--- src/rtl/demux_dispatch_if.sv ---
// demux_dispatch_if: request handshake and demux drive bus for demux_dispatch
interface demux_dispatch_if #(parameter int DEPTH = 4);
  logic in_valid;
  logic in_ready;
  logic [2:0] in_dest;
  logic in_bit;
  logic [2:0] sel;
  logic a_out;
  logic out_active;
  logic [$clog2(DEPTH):0] count;
  logic busy;
  modport master (output in_valid, in_dest, in_bit, input in_ready, sel, a_out, out_active, count, busy);
  modport slave (input in_valid, in_dest, in_bit, output in_ready, sel, a_out, out_active, count, busy);
endinterface

--- src/rtl/demux_dispatch.sv ---
// demux_dispatch: FIFO-buffered requests, each driven onto a 1-to-8 demux for HOLD cycles then a gap
module demux_dispatch #(
  parameter int DEPTH = 4,
  parameter int HOLD = 2
) (
  input logic clk,
  input logic rst,
  demux_dispatch_if.slave bus
);
  localparam int AW = $clog2(DEPTH);
  localparam int CW = AW + 1;
  typedef enum logic [1:0] {IDLE, DRIVE, GAP} state_t;
  state_t state, state_d;
  logic [3:0] mem [DEPTH];
  logic [3:0] head;
  logic [AW-1:0] wp, rp;
  logic [CW-1:0] cnt;
  logic [3:0] hold, hold_d;
  logic [2:0] sel_d;
  logic a_d, act_d, push, pop, done;
  assign bus.in_ready = cnt != CW'(DEPTH);
  assign bus.count = cnt;
  assign bus.busy = state != IDLE || cnt != '0;
  assign push = bus.in_valid && bus.in_ready;
  // IDLE and GAP both pop whenever anything is queued
  assign pop = state != DRIVE && cnt != '0;
  assign done = state == DRIVE && hold == '0;
  assign head = mem[rp];
  always_ff @(posedge clk)
    if (push) mem[wp] <= {bus.in_dest, bus.in_bit};
  always_ff @(posedge clk) begin
    if (rst) begin
      state <= IDLE;
      cnt <= '0;
      wp <= '0;
      rp <= '0;
      hold <= '0;
      bus.sel <= '0;
      bus.a_out <= 1'b0;
      bus.out_active <= 1'b0;
    end else begin
      state <= state_d;
      cnt <= cnt + CW'(push) - CW'(pop);
      wp <= wp + AW'(push);
      rp <= rp + AW'(pop);
      hold <= hold_d;
      bus.sel <= sel_d;
      bus.a_out <= a_d;
      bus.out_active <= act_d;
    end
  end
  always_comb
    state_d = pop ? DRIVE : done ? GAP : state == GAP ? IDLE : state;
  always_comb begin
    hold_d = pop ? 4'(HOLD - 1) : (state == DRIVE && !done) ? hold - 4'd1 : hold;
    sel_d = pop ? head[3:1] : bus.sel;
    a_d = pop ? head[0] : done ? 1'b0 : bus.a_out;
    act_d = pop ? 1'b1 : done ? 1'b0 : bus.out_active;
  end
endmodule

--- src/flat_wrapper.sv ---
// flat-port wrapper written by rule: the top's interface ports become plain ports
module demux_dispatch_flat 
#(
  parameter int DEPTH = 4,
  parameter int HOLD = 2
)
  (clk, rst, bus_in_valid, bus_in_dest, bus_in_bit, bus_in_ready, bus_sel, bus_a_out, bus_out_active, bus_count, bus_busy);
  demux_dispatch_if #(.DEPTH(DEPTH)) bus_i ();
  input logic clk;
  input logic rst;
  input wire logic [$bits(bus_i.in_valid)-1:0] bus_in_valid;
  input wire logic [$bits(bus_i.in_dest)-1:0] bus_in_dest;
  input wire logic [$bits(bus_i.in_bit)-1:0] bus_in_bit;
  output wire logic [$bits(bus_i.in_ready)-1:0] bus_in_ready;
  output wire logic [$bits(bus_i.sel)-1:0] bus_sel;
  output wire logic [$bits(bus_i.a_out)-1:0] bus_a_out;
  output wire logic [$bits(bus_i.out_active)-1:0] bus_out_active;
  output wire logic [$bits(bus_i.count)-1:0] bus_count;
  output wire logic [$bits(bus_i.busy)-1:0] bus_busy;
  assign bus_i.in_valid = bus_in_valid;
  assign bus_i.in_dest = bus_in_dest;
  assign bus_i.in_bit = bus_in_bit;
  assign bus_in_ready = bus_i.in_ready;
  assign bus_sel = bus_i.sel;
  assign bus_a_out = bus_i.a_out;
  assign bus_out_active = bus_i.out_active;
  assign bus_count = bus_i.count;
  assign bus_busy = bus_i.busy;
  demux_dispatch #(.DEPTH(DEPTH), .HOLD(HOLD)) u_core (.clk(clk), .rst(rst), .bus(bus_i));
endmodule
--- config.mk ---
export PLATFORM = sky130hd
export DESIGN_NAME = demux_dispatch_flat
export DESIGN_NICKNAME = d
export VERILOG_FILES = /design/src/rtl/demux_dispatch_if.sv /design/src/rtl/demux_dispatch.sv /design/src/flat_wrapper.sv
export SDC_FILE = /design/constraint.sdc
export NUM_CORES = 1
export LEC_CHECK = 0
export CAP_MARGIN = 10
export CORE_ASPECT_RATIO = 1.75
export CORE_MARGIN = 10
export CORE_UTILIZATION = 50
export DETAILED_ROUTE_END_ITERATION = 6
export PLACE_DENSITY = 0.75
export SLEW_MARGIN = 5
export SYNTH_ARGS = -nofsm -noshare
export SYNTH_HDL_FRONTEND = slang
export SYNTH_SLANG_ARGS = --single-unit
--- constraint.sdc ---
create_clock -name clk -period 2.5 [get_ports clk]
set_input_delay 0.375 -clock clk [delete_from_list [all_inputs] [get_ports clk]]
set_output_delay 0.375 -clock clk [all_outputs]
set_load 0.05 [all_outputs]
Fig. 1: run 1, metal 3
(4 px per um) Cells faint in the background.
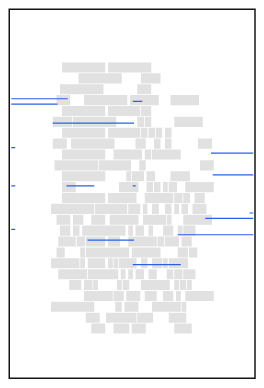
The longest straight run is 20.0 um. The layer carries 130 um of wire. The wires run mostly horizontal. The layer holds 4.9% of the routed length.
M3 GR Usage: 0.0401
vias: 975
final wirelength: 2.68 mm

Fig. 2: run 1, the metal 1 layer
(6 px per um) Supply wires on this layer in grey. Cells faint in the background.
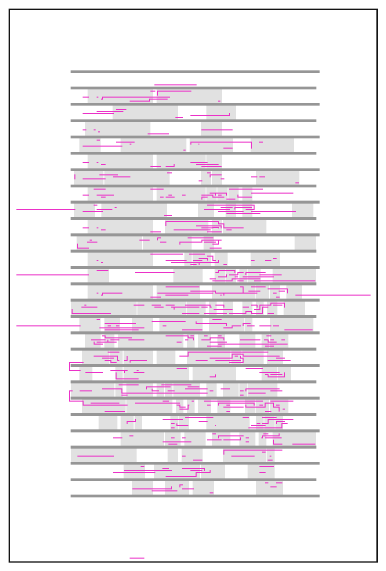
The layer carries 940 um of wire. 138 nets have wire on it. The wires run mostly horizontal. The layer holds 35% of the routed length. The longest straight run is 14.3 um.
met1 Usage GRT: 0.0947

==> impl_metrics.json, run 1 <==
{
  "p_leak_nw": 0.648,
  "p_clk_mw": 0.510,
  "final-comb-area_um2": 571,
  "synth_cell_types": 37,
  "buf_share": 0.0970,
  "die-height_um": 91.9,
  "max_freq_mhz": 435,
  "n_antenna_cell": 0,
  "syn_avg_cell_area_um2": 12.1,
  "outcome": "completed",
  "syn-num-nets": 135,
  "grt_pass1_wl_mm": 4.62,
  "largest_area_cell": "edfxtp_1",
  "initial_core_util": 0.510,
  "skew_ps": 9.75,
  "seq_share": 0.474,
  "warnings": 27,
  "syn_area_um2": 1480,
  "synth-area-yosys_um2": 1480,
  "drt_drc_violations_left": 0,
  "synth.area.mux_share": 0.0610
}
Fig. 3: run 1, routing congestion map
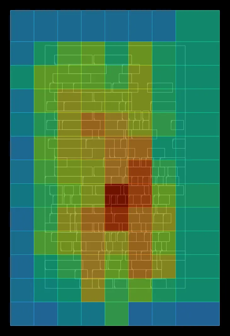
wire per inst: 15.7 um
met2 GRT Util: 0.201
GRT busiest layer: met2
final core occ: 0.615
GRT Util Overall: 0.109

run 1: cell families (layout without fill, tap and decap cells):
kind of cell	after synthesis	count (layout)
AND/OR/NAND/NOR	37	37
adder cells (fa/ha/maj)	6	6
buffers and inverters	16	37
XOR/XNOR	2	2
multiplexers	4	4
flip-flops	34	34
AND-OR/OR-AND	23	23
run 1: stage by stage:
step                      cells  setup WS, ps  cell area (um^2)  hold WS [ps]  total power, mW
after detailed placement    163           140              1660           474             2.02
after floorplan             122          34.2              1480           447             1.73
after CTS                   171           123              1770           485             2.53
after global routing        171          66.8              1780           515             2.70
final                       171           203              1780           484             2.52
after global placement      163           199              1660           469             1.98
run 1: worst max-delay path: cells and delay by family (launching register included):
family | cells | cell delay (ps)
xor gates and xnor gates | 1 | 160
adders and majority gates | 3 | 760
buffers and inverters | 3 | 150
DFF | 1 | 360
and+or+nand+nor | 4 | 790
run 1: cells in the mapped netlist (2+ instances only):
cell / instances
or3b_1: 2
nor3_1: 4
nand3_1: 3
o21ai_0: 7
nor2b_1: 4
nor2_1: 10
buf_2: 2
nor3b_1: 3
inv_1: 9
clkbuf_1: 2
a21oi_1: 8
or3_1: 3
mux4_2: 4
dfxtp_1: 18
ha_1: 5
nand4_1: 2
edfxtp_1: 16
run 1: flip-flops by register name, indices dropped and copies added, names as in the netlist:
signal / cells
u_core.mem: 16
u_core.state: 2
u_core.bus.out_active: 1
u_core.rp: 2
u_core.bus.count: 3
u_core.hold: 4
u_core.bus.sel: 3
u_core.bus.a_out: 1
u_core.wp: 2
run 1: repair_timing:
| item | 4_1_cts | 5_1_grt |
|---|---|---|
| endpoints found under the hold margin | 0 | 0 |
| gates resized | 0 | 1 |
| setup buffers | 0 | 0 |
| endpoints found under the setup margin | 0 | 1 |
Fig. 4: run 1, sequential cells grouped by signal name
(4 px per um)
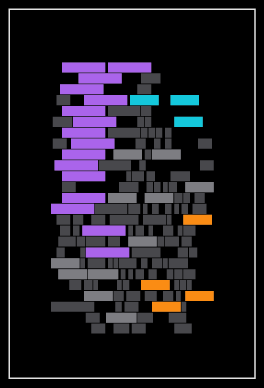

==> inputs of run 2 (changes only) <==
--- a/config.mk
+++ b/config.mk
@@ -10,6 +10,7 @@
 export CORE_MARGIN = 10
 export CORE_UTILIZATION = 50
 export DETAILED_ROUTE_END_ITERATION = 6
+export GPL_TIMING_DRIVEN = 0
 export PLACE_DENSITY = 0.75
 export SLEW_MARGIN = 5
 export SYNTH_ARGS = -nofsm -noshare
==> constraint.sdc (replaced) <==
create_clock -name clk -period 2.5 [get_ports clk]
set_input_delay 0.75 -clock clk [delete_from_list [all_inputs] [get_ports clk]]
set_output_delay 0.75 -clock clk [all_outputs]
set_load 0.05 [all_outputs]
Fig. 5: run 2, sequential cells grouped by signal name
(4 px per um)
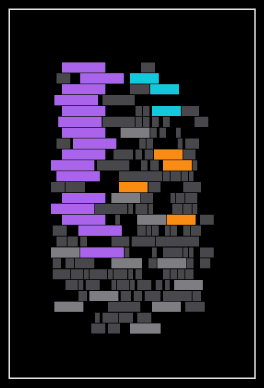
Purple stands for `u_core.mem`, placed flops 16. Cyan stands for `u_core.bus.sel`, placed flops 3. Orange stands for `u_core.hold`, placed flops 4.
Another 11 sequential cells are not coloured.
Reg area: 843 um^2
Seq/total area: 0.464
P_seq: 0.832 mW
final core occ: 0.628

==> run 2 against run 1 <==
- clock skew shrank 3.3 ps
- final area increased by 2.2%
- synthesized cell count stayed put
- via count fell by 0.62%
- synthesized area unchanged
- core utilization increased by 1.3 points
- sequential cell count unchanged
- clock power grew 18%
- combinational power increased by 4%
- largest cell class unchanged
- worst hold slack got worse by 5.5 ps
- total power up 4.5%
==> impl_metrics.json, run 2 <==
{
  "boundaryPins": 17,
  "outcome": "completed",
  "path_delay_family": "simple AND/OR/NAND/NOR gates",
  "drt_drc_violations_left": 0,
  "wire_per_inst_um": 15.0,
  "placed_cell_area_um2": 1680,
  "grt_pass1_wl_mm": 4.53,
  "yosys.cell_count.top_type": "dfxtp_1",
  "synth_cell_types": 37,
  "port_buffers": 16,
  "die-height_um": 91.9,
  "place_hpwl_mm": 2.07,
  "dp_slack_ps": -135,
  "synthTopCellsByCount": "dfxtp_1 (18), edfxtp_1 (16), nor2_1 (10), inv_1 (9), a21oi_1 (8)",
  "routed_wl_mm": 2.61,
  "vias": 969,
  "top_logic_kind": "simple AND/OR/NAND/NOR gates",
  "initial_core_util": 0.510,
  "worst-path-buf-inv": 2,
  "critical_path_class": "reg2out",
  "syn-num-nets": 135,
  "fin_ws_ps": 78.8,
  "vias_per_cell": 5.57,
  "drtPass1Iterations": 4,
  "skew_ps": 6.49,
  "reg_top3": "u_core.mem: 16 flops, u_core.hold: 4 flops",
  "top_cell_area_share": 0.325,
  "p_comb_frac": 0.457,
  "share_seq_of_total_power": 0.316,
  "top_cells_by_area": "edfxtp_1 (33%), dfxtp_1 (24%), mux4_2 (6.1%)",
  "synth.area.mux_share": 0.0610,
  "cp.depth": 4,
  "gr-total-overflow": 0,
  "synth-simple-area-share": 0.154,
  "syn_area_um2": 1480,
  "largest_reg_flops": 16,
  "ir_drop_uv": 961,
  "p_leak_nw": 0.672,
  "fin_area_um2": 1820,
  "n_antenna_cell": 0,
  "clock_latency_ps": 280,
  "syn_avg_cell_area_um2": 12.1,
  "warnings": 27,
  "max_freq_mhz": 413,
  "largest_area_cell": "edfxtp_1",
  "synth-area-yosys_um2": 1480,
  "top_register": "u_core.mem",
  "r2r_slack_ps": 170
}
Fig. 6: run 2, routing congestion map
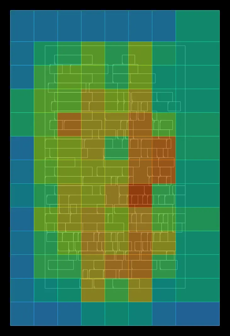
GRT Util Overall: 0.106
met2 GRT Util: 0.197
met1 Usage GRT: 0.0948

-- run 2: layout make-up --
type | instances | area, um^2 | area share
clock inverters | 3 | 68.8 | 0.0379
plain buffers | 5 | 28.8 | 0.0158
repair buffers | 16 | 156 | 0.0860
well taps | 28 | 35.0 | 0.0193
flip-flops and latches | 34 | 843 | 0.464
clock buffers | 5 | 68.8 | 0.0379
inverters | 11 | 43.8 | 0.0241
multi-input cells | 72 | 573 | 0.315
-- run 2: power groups by stage --
| stage | sequential, mW | combinational, mW | clock, mW |
|---|---|---|---|
| global route | 0.851 | 1.33 | 0.632 |
| finish | 0.832 | 1.20 | 0.600 |
| detailed placement | 0.845 | 1.22 | 0 |
| global placement | 0.836 | 1.17 | 0 |
| CTS | 0.833 | 1.21 | 0.613 |
| floorplan | 1.02 | 0.711 | 0 |
-- run 2: stage by stage --
stage,hold WS [ps],power [mW],cells
floorplan,479,1.73,122
CTS,482,2.65,174
global placement,467,2.01,166
global route,500,2.81,174
detailed placement,472,2.06,166
finish,479,2.64,174
-- run 2: worst reg2reg max path: stages (launching register included) --
cell,delay (ps)
dfxtp_2,360
or3_1,360
buf_6,160
nand2_8,60
inv_4,40
ha_1,260
inv_1,60
ha_1,130
inv_1,50
fa_2,330
xor2_1,160
and2_2,200
nor3_2,90
-- run 2: per-layer routing --
layer / share of wire / vias up / GRT usage
li1: - / 490 / -
met1: 0.35 / 461 / 0.0948
met2: 0.60 / 14 / 0.197
met3: 0.044 / 4 / 0.0345
met4: 0.0061 / 0 / 0.0460
met5: 0 / - / 0
-- run 2: repair_timing --
item	4_1_cts	5_1_grt
setup endpoints to repair	2	2
setup buffers	0	0
resized	6	4
gates cloned	0	0
Power is estimated from default activity; no workload was simulated.
